--- config.mk ---
export PLATFORM = sky130hd
export DESIGN_NAME = rol_iter
export DESIGN_NICKNAME = d
export VERILOG_FILES = /design/src/rtl/rol_iter.sv
export SDC_FILE = /design/constraint.sdc
export NUM_CORES = 1
export LEC_CHECK = 0
export ABC_AREA = 1
export CORE_MARGIN = 2
export CORE_UTILIZATION = 25
export CTS_CLUSTER_SIZE = 16
export DETAILED_ROUTE_END_ITERATION = 8
export PLACE_DENSITY = 0.53
export SYNTH_ARGS = -nofsm -noshare
export SYNTH_HDL_FRONTEND = slang
export SYNTH_SLANG_ARGS = --single-unit
export TNS_END_PERCENT = 50
--- constraint.sdc ---
create_clock -name clk -period 1.45 [get_ports clk]
set_input_delay 0.29 -clock clk [delete_from_list [all_inputs] [get_ports clk]]
set_output_delay 0.29 -clock clk [all_outputs]
set_load 0.1 [all_outputs]
--- src/rtl/rol_iter.sv ---
// Iterative rotate-left: one bit position per enabled cycle, result held until taken.
// Latency: 1+ctrl enabled edges from accept to out_valid (ctrl=0 -> 1 edge).
// Backpressure: in_ready only in IDLE with en; result held in DONE until out_ready.
module rol_iter #(
    parameter int n = 4
) (
    input  logic                  clk,
    input  logic                  rst,
    input  logic                  en,
    input  logic                  in_valid,
    output logic                  in_ready,
    input  logic [$clog2(n)-1:0]  ctrl,
    input  logic [n-1:0]          bits,
    output logic                  out_valid,
    input  logic                  out_ready,
    output logic [n-1:0]          out,
    output logic                  busy
);

    localparam int AW = $clog2(n);

    typedef enum logic [1:0] {
        IDLE = 2'd0,
        ROT  = 2'd1,
        DONE = 2'd2
    } state_t;

    state_t          state;
    state_t          state_nxt;
    logic [AW-1:0]   cnt;
    logic [n-1:0]    data;
    logic            accept;

    assign accept = in_valid && in_ready;

    always_ff @(posedge clk) begin
        if (rst) begin
            state <= IDLE;
        end else if (en) begin
            state <= state_nxt;
        end
    end

    always_comb begin
        state_nxt = state;
        case (state)
            IDLE: begin
                if (accept) begin
                    state_nxt = (ctrl == '0) ? DONE : ROT;
                end
            end
            ROT: begin
                if (cnt == AW'(1)) begin
                    state_nxt = DONE;
                end
            end
            DONE: begin
                if (out_ready) begin
                    state_nxt = IDLE;
                end
            end
            default: state_nxt = IDLE;
        endcase
    end

    always_comb begin
        in_ready  = (state == IDLE) && en;
        out_valid = (state == DONE);
        busy      = (state == ROT);
    end

    // Datapath: operands are sampled only on the accept edge, so later input changes are ignored.
    always_ff @(posedge clk) begin
        if (rst) begin
            cnt  <= '0;
            data <= '0;
        end else if (en) begin
            if (accept) begin
                cnt  <= ctrl;
                data <= bits;
            end else if (state == ROT) begin
                cnt  <= cnt - AW'(1);
                data <= {data[n-2:0], data[n-1]};
            end
        end
    end

    assign out = data;

endmodule

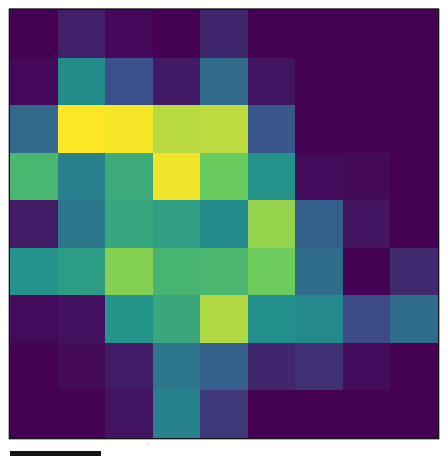
**Above:** routed metal per tile.
The bar under the picture is 10 um long. 9 x 9 tiles, from dark purple (low) to yellow (high), scaled to the fullest tile. Values are wire area over tile area, all layers added.
mean over tiles: 0.093
fullest tile: 0.33
densest ninth of the die: middle
detailed-route via count: 550
DR WL/cell: 10.8 um

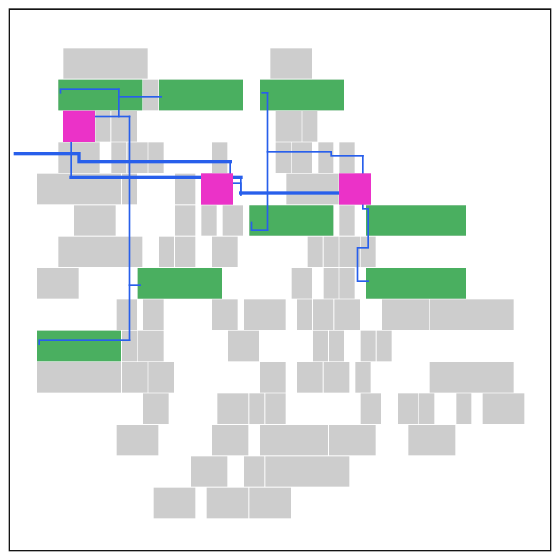
**Above:** clock distribution.
legend:
  magenta:
    item: clock-net drivers
    count: 3
  blue:
    item: clock wires
    length: 135 um
  green:
    item: flip-flops
    count: 8
routed clock nets: 4
Setup Skew: 0.771 ps
clk pwr: 192 uW
clk ins delay skew pair: 260 ps

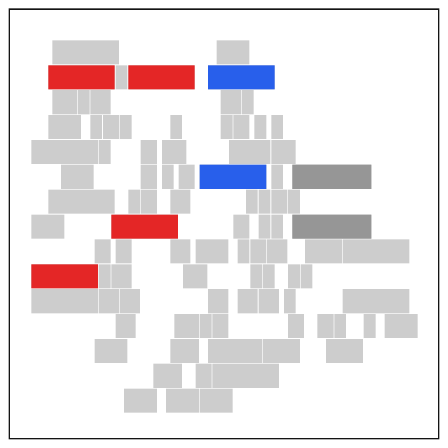
**Above:** sequential cells colored by netlist name.
Other sequential cells in the stronger gray, the rest of the logic in the fainter gray.
legend:
  red:
    signal: `out`
    flops: 4
  blue:
    signal: `cnt`
    flops: 2
not colored: 2
Seq area share: 0.206
Flop area: 168 sq um

==> changes_impl.md <==
## Implementation

- Gpl congestion: about 0.76
- DRT Wirelength: ~1.3 mm
- Reg power frac: 0.340
- Pwr dens: 948 nW/um^2
- CP top delay family: flip-flops
- Worst Path Arrival: ~1100 ps
- Total GRT Usage: 0.141
- RSZ-0062 raised after global routing: yes
- Die H: 46.8 um
- P&R area growth vs syn: 77.3%
- FP Rows: 15
- Critical path launch point type: register
- Min cycle time layout: 1410 ps
- Yosys cell types: 15
- Router iterations before antenna repair: 4
- Critical path class: register to output port
- CP max stage cell: dfxtp_4
- Hold-fix buffers, CTS: 0
- Number of cells in Yosys stat: roughly 69
- Worst slew margin: 0.816
- Post-Syn Instances: 69
- Gate power share: 0.411
- Vias in the first global route: 518
- Outcome: finished, final reports clean
- Max Cap Viol: 0
- Worst Slack Setup Final: 44.8 ps
- Top cell excl fill/tap: nand2_1
- Hold path depth: 2
- Final worst path period share: 0.969
## kinds of logic (layout without fill, tap and decap cells)
logic type	count (synthesis)	after routing	synth area share
DFF	8	8	0.350
and+or+nand+nor	40	40	0.413
adders and majority gates	1	1	0.0273
buffers and inverters	11	34	0.0984
AOI/OAI and AO/OA	9	9	0.112
## sequential cells by signal, indices dropped and copies added (netlist names)
register  count
cnt           2
state         2
out           4
## path summary, 6_finish.rpt
kind	startpoint	to
setup / recovery	state[1]	in_ready
hold / removal	cnt[1]	cnt[1]
setup reg to reg	state[1]	out[2]
hold reg to reg	cnt[1]	cnt[1]
## cells in the mapped netlist (all sizes together)
cell    n  area, sq um
buf     1         7.51
nor2   11         48.8
nor3    1         5.00
ha      1         12.5
dfxtp   8          160
nand2  13         51.3
nand4   3         18.8
a31oi   5         31.3
inv    10         37.5
nand3  12         65.1
o21ai   4         20.0
## routing by layer
| metal | up-vias | wire length [um] | track usage | share of wire |
|---|---|---|---|---|
| met1 | 253 | 584 | 0.182 | 0.46 |
| met5 | - | 0 | 0 | 0 |
| met4 | 0 | 0 | 0.0167 | 0 |
| li1 | 278 | - | - | - |
| met3 | 0 | 94 | 0.0769 | 0.074 |
| met2 | 19 | 588 | 0.214 | 0.46 |
## power groups by stage
stage	logic [uW]	clock network (uW)	registers, uW
4_1_cts	317	198	263
5_1_grt	338	205	265
2_1_floorplan	150	0	314
3_5_place_dp	317	0	268
6_report	316	192	262
3_3_place_gp	315	0	268
## area by class of cell
class                      count  area, sq um  share of cell area
inverter                      10         42.5              0.0524
timing repair buffer          20          265               0.327
tap                           25         31.3              0.0385
clock buffer                   4         26.3              0.0324
sequential                     8          168               0.206
multi-input combinational     50          279               0.344
## metrics by stage
stage / std cells / hold WS [ps]
floorplan: 69 / 359
global placement: 113 / 475
detailed placement: 113 / 474
CTS: 117 / 488
global route: 117 / 510
finish: 117 / 486
## worst register-to-register path, delay by kind of cell, from the launching register on
| family | cells | cell delay [ps] |
|---|---|---|
| flops | 1 | 370 |
| simple gates | 5 | 740 |
| buf+inv | 1 | 30 |
Power and IR drop assume default switching activity.
